Cell outlines without signal wires:
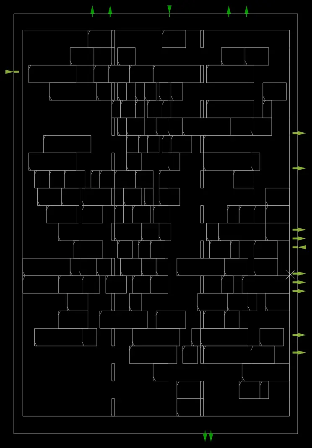
Cells coloured by class:
Fill, decap, tap and diode cells in grey.
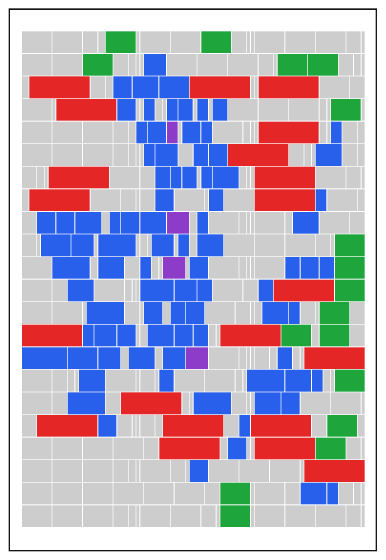
## config.mk

```make
export PLATFORM = sky130hd
export DESIGN_NAME = button_event_decoder
export DESIGN_NICKNAME = d
export VERILOG_FILES = /design/src/rtl/button_event_decoder.sv
export SDC_FILE = /design/constraint.sdc
export NUM_CORES = 1
export LEC_CHECK = 0
export CAP_MARGIN = 20
export CORE_ASPECT_RATIO = 1.5
export CORE_UTILIZATION = 40
export CTS_CLUSTER_SIZE = 8
export DETAILED_ROUTE_END_ITERATION = 10
export PLACE_DENSITY = 0.6
export SYNTH_ARGS = -nofsm -noshare
export SYNTH_HDL_FRONTEND = slang
export SYNTH_SLANG_ARGS = --single-unit
```

## constraint.sdc

```tcl
create_clock -name IN_CLOCK -period 7.11 [get_ports IN_CLOCK]
set_clock_uncertainty 0.2 [all_clocks]
set_input_delay 1.422 -clock IN_CLOCK [delete_from_list [all_inputs] [get_ports IN_CLOCK]]
set_output_delay 1.422 -clock IN_CLOCK [all_outputs]
set_load 0.01 [all_outputs]
```

## src/rtl/button_event_decoder.sv

```systemverilog
// Button gesture decoder: turns a debounced, synchronous button level into
// short / double / long / auto-repeat pulses plus a running event count.
module button_event_decoder #(
    parameter int unsigned LONG_PRESS_NUM_CLKS       = 8,
    parameter int unsigned DOUBLE_CLICK_GAP_NUM_CLKS = 6,
    parameter int unsigned REPEAT_NUM_CLKS           = 4,
    parameter int unsigned CLOCK_FREQUENCY           = 50000000
) (
    input  logic       IN_CLOCK,
    input  logic       IN_RESET,
    input  logic       IN_DEBOUNCE_SIGNAL,
    output logic       OUT_SHORT_PRESS,
    output logic       OUT_DOUBLE_PRESS,
    output logic       OUT_LONG_PRESS,
    output logic       OUT_REPEAT,
    output logic [7:0] OUT_EVENT_COUNT,
    output logic [2:0] OUT_STATE
);

    localparam int unsigned MAX_A  = (LONG_PRESS_NUM_CLKS > DOUBLE_CLICK_GAP_NUM_CLKS) ?
                                     LONG_PRESS_NUM_CLKS : DOUBLE_CLICK_GAP_NUM_CLKS;
    localparam int unsigned MAX_P  = (MAX_A > REPEAT_NUM_CLKS) ? MAX_A : REPEAT_NUM_CLKS;
    localparam int unsigned CW     = $clog2(MAX_P + 1) + 1;

    // Each threshold is hit when the in-state counter reads N-1 at the edge.
    localparam logic [CW-1:0] LONG_LAST = CW'(LONG_PRESS_NUM_CLKS - 1);
    localparam logic [CW-1:0] GAP_LAST  = CW'(DOUBLE_CLICK_GAP_NUM_CLKS - 1);
    localparam logic [CW-1:0] REP_LAST  = CW'(REPEAT_NUM_CLKS - 1);

    // CLOCK_FREQUENCY is informational; it only takes part in this sanity guard.
    if (LONG_PRESS_NUM_CLKS < 2 || DOUBLE_CLICK_GAP_NUM_CLKS < 2 ||
        REPEAT_NUM_CLKS < 2 || CLOCK_FREQUENCY == 0) begin : g_illegal_params
    end

    typedef enum logic [2:0] {
        IDLE      = 3'd0,
        PRESS1    = 3'd1,
        WAIT_GAP  = 3'd2,
        PRESS2    = 3'd3,
        LONG_HELD = 3'd4
    } state_e;

    state_e        state_q, state_d;
    logic [CW-1:0] cnt_q, cnt_d;
    logic          prev_q;
    logic          short_q, short_d;
    logic          double_q, double_d;
    logic          long_q, long_d;
    logic          rep_q, rep_d;
    logic [7:0]    evcnt_q, evcnt_d;
    logic          rise, fall, restart;

    always_comb begin
        rise     = IN_DEBOUNCE_SIGNAL & ~prev_q;
        fall     = ~IN_DEBOUNCE_SIGNAL & prev_q;
        state_d  = state_q;
        restart  = 1'b0;
        short_d  = 1'b0;
        double_d = 1'b0;
        long_d   = 1'b0;
        rep_d    = 1'b0;

        case (state_q)
            IDLE: begin
                if (rise) state_d = PRESS1;
            end
            PRESS1: begin
                if (fall) begin
                    state_d = WAIT_GAP;
                end else if (cnt_q == LONG_LAST) begin
                    long_d  = 1'b1;
                    state_d = LONG_HELD;
                end
            end
            WAIT_GAP: begin
                if (rise) begin
                    state_d = PRESS2;
                end else if (cnt_q == GAP_LAST) begin
                    short_d = 1'b1;
                    state_d = IDLE;
                end
            end
            PRESS2: begin
                if (fall) begin
                    double_d = 1'b1;
                    state_d  = IDLE;
                end
            end
            LONG_HELD: begin
                if (fall) begin
                    state_d = IDLE;
                end else if (cnt_q == REP_LAST) begin
                    rep_d   = 1'b1;
                    restart = 1'b1;
                end
            end
            default: state_d = IDLE;
        endcase

        // Repeat pulses re-enter LONG_HELD, so they restart the counter like any entry.
        if (state_d != state_q || restart) begin
            cnt_d = '0;
        end else if (cnt_q != '1) begin
            cnt_d = cnt_q + 1'b1;
        end else begin
            cnt_d = cnt_q;
        end

        evcnt_d = evcnt_q + {7'd0, (short_d | double_d | long_d | rep_d)};
    end

    always_ff @(posedge IN_CLOCK) begin
        prev_q <= IN_DEBOUNCE_SIGNAL;
        if (IN_RESET) begin
            state_q  <= IDLE;
            cnt_q    <= '0;
            short_q  <= 1'b0;
            double_q <= 1'b0;
            long_q   <= 1'b0;
            rep_q    <= 1'b0;
            evcnt_q  <= '0;
        end else begin
            state_q  <= state_d;
            cnt_q    <= cnt_d;
            short_q  <= short_d;
            double_q <= double_d;
            long_q   <= long_d;
            rep_q    <= rep_d;
            evcnt_q  <= evcnt_d;
        end
    end

    assign OUT_SHORT_PRESS  = short_q;
    assign OUT_DOUBLE_PRESS = double_q;
    assign OUT_LONG_PRESS   = long_q;
    assign OUT_REPEAT       = rep_q;
    assign OUT_EVENT_COUNT  = evcnt_q;
    assign OUT_STATE        = state_q;

endmodule

```

==> results.rst <==
Synthesis and place-and-route
=============================

.. list-table::
   :header-rows: 1

   * - Metric
     - Value
   * - Minimum setup slack among reg-to-reg paths
     - 4.59 ns
   * - Sequential Area
     - 420 sq um
   * - Achievable frequency
     - 287 MHz
   * - Clk Latency, worst-skew pair
     - 0.30 ns
   * - Antenna violation net count after detailed routing
     - 0
   * - Yosys cell count
     - 114
   * - Worst voltage drop across the vdd grid
     - 0.0765 mV
   * - Global-route wire length before repair
     - 3680 um
   * - Fraction of layout instances using a drive strength above 1
     - 4.65%
   * - Met3 GRT Util
     - 2.51%
   * - Cts hold-fix bufs
     - 0
   * - Total via count in the routed design
     - 878
   * - Violated checks
     - design-rule violations
   * - NumNets Final
     - 138
   * - Status
     - complete, but fails checks
   * - Final clock period utilization by the worst path
     - 49.0%
   * - Hold Path Cell Cnt
     - 2
   * - Hpwl dp
     - 1600 um
   * - Commonest cells after routing, fill and taps aside
     - dfxtp_1 (21), clkdlybuf4s50_1 (17), nor2_1 (11)
   * - Post-CTS Setup Bufs
     - 0
   * - Comb area share
     - 46.9%
   * - Cts bufs inserted
     - 3
   * - GRT met1 Usage
     - 18.6%
   * - Endpoint of the worst setup timing path
     - OUT_EVENT_COUNT[6]
   * - CTS Buffer Depth
     - 2
   * - Main logic family
     - simple AND/OR/NAND/NOR gates
   * - Critical path buffers and inverters
     - 1
   * - Worst rel slew slack
     - 63.7%
   * - Total count of hold-check failures in the final report
     - 0
   * - Number of signal-net inverters in the final layout
     - 3
   * - Overall die height
     - 65.1 um
   * - Post-detailed-route DRC marker count
     - 1
   * - Launch instance of the worst register-to-register path
     - OUT_STATE[2]
   * - Post-synth regs
     - 21
   * - H-tree depth reported by CTS
     - 1
-- 'cell outlines without signal wires' (at the start) --
final core utilization: 50.0%
flip-flop and latch share of the layout cell area: 33.9%

-- 'cells coloured by class' (at the start) --
Key: flops = red [cells 21, share of their area 35%]; combinational and other logic = blue [cells 87, share of their area 49%]; other buffers and delay cells = green [cells 17, share of their area 14%]; clock drivers and dummy loads = purple [cells 4, share of their area 2.2%]
Placement Rows: 22
Layout Cell Area excl Fill: 0.00124 sq mm

-- cells in the mapped netlist, types with 3 or more instances --
master | instances | area, sq um
buf_4 | 3 | 22.5
dfxtp_1 | 21 | 420
ha_1 | 5 | 62.6
inv_1 | 3 | 11.3
nand2_1 | 5 | 18.8
nand3_1 | 5 | 25.0
nor2_1 | 11 | 41.3
nor2b_1 | 6 | 37.5
nor3_1 | 3 | 15.0
nor4_1 | 6 | 37.5
o21ai_0 | 3 | 15.0
xnor2_1 | 3 | 26.3
xor2_1 | 6 | 52.6
-- report_power, final --
group | internal [uW] | total, uW | switching [uW]
clock network | 21.9 | 55.6 | 33.8
logic | 7.96 | 17.1 | 9.10
registers | 120 | 124 | 4.35
-- through the flow --
| step | hold slack, ns | total power (uW) | util (%) | area, sq um |
|---|---|---|---|---|
| final | 0.333 | 197 | 50.0 | 1240 |
| after global routing | 0.373 | 207 | 50.0 | 1240 |
| after CTS | 0.342 | 199 | 50.0 | 1240 |
| after detailed placement | 0.315 | 144 | 48.9 | 1210 |
| after global placement | 0.299 | 143 | 48.9 | 1210 |
| after floorplan | 0.291 | 139 | - | 1060 |
-- registers in the layout, summed over array words and instances (netlist names) --
signal and flops:
OUT_SHORT_PRESS 1, OUT_EVENT_COUNT 8, OUT_REPEAT 1, OUT_DOUBLE_PRESS 1
prev_q 1, cnt_q 5, OUT_STATE 3, OUT_LONG_PRESS 1
-- worst reg2reg max path: stages, from the launching register on --
cell      delay [ns]
dfxtp_1         0.56
or3b_1          0.41
a2111o_1        0.41
o21ai_0         0.10
ha_1            0.19
and3_1          0.23
nand3_1         0.12
xor2_1          0.14
nor2_1          0.05
-- cells by family after synthesis --
group,after synthesis
AOI/OAI and AO/OA,15
xor gates and xnor gates,9
adders and majority gates,5
buffers and inverters,9
DFF,21
muxes,2
and+or+nand+nor,53
Power and IR drop assume default switching activity.
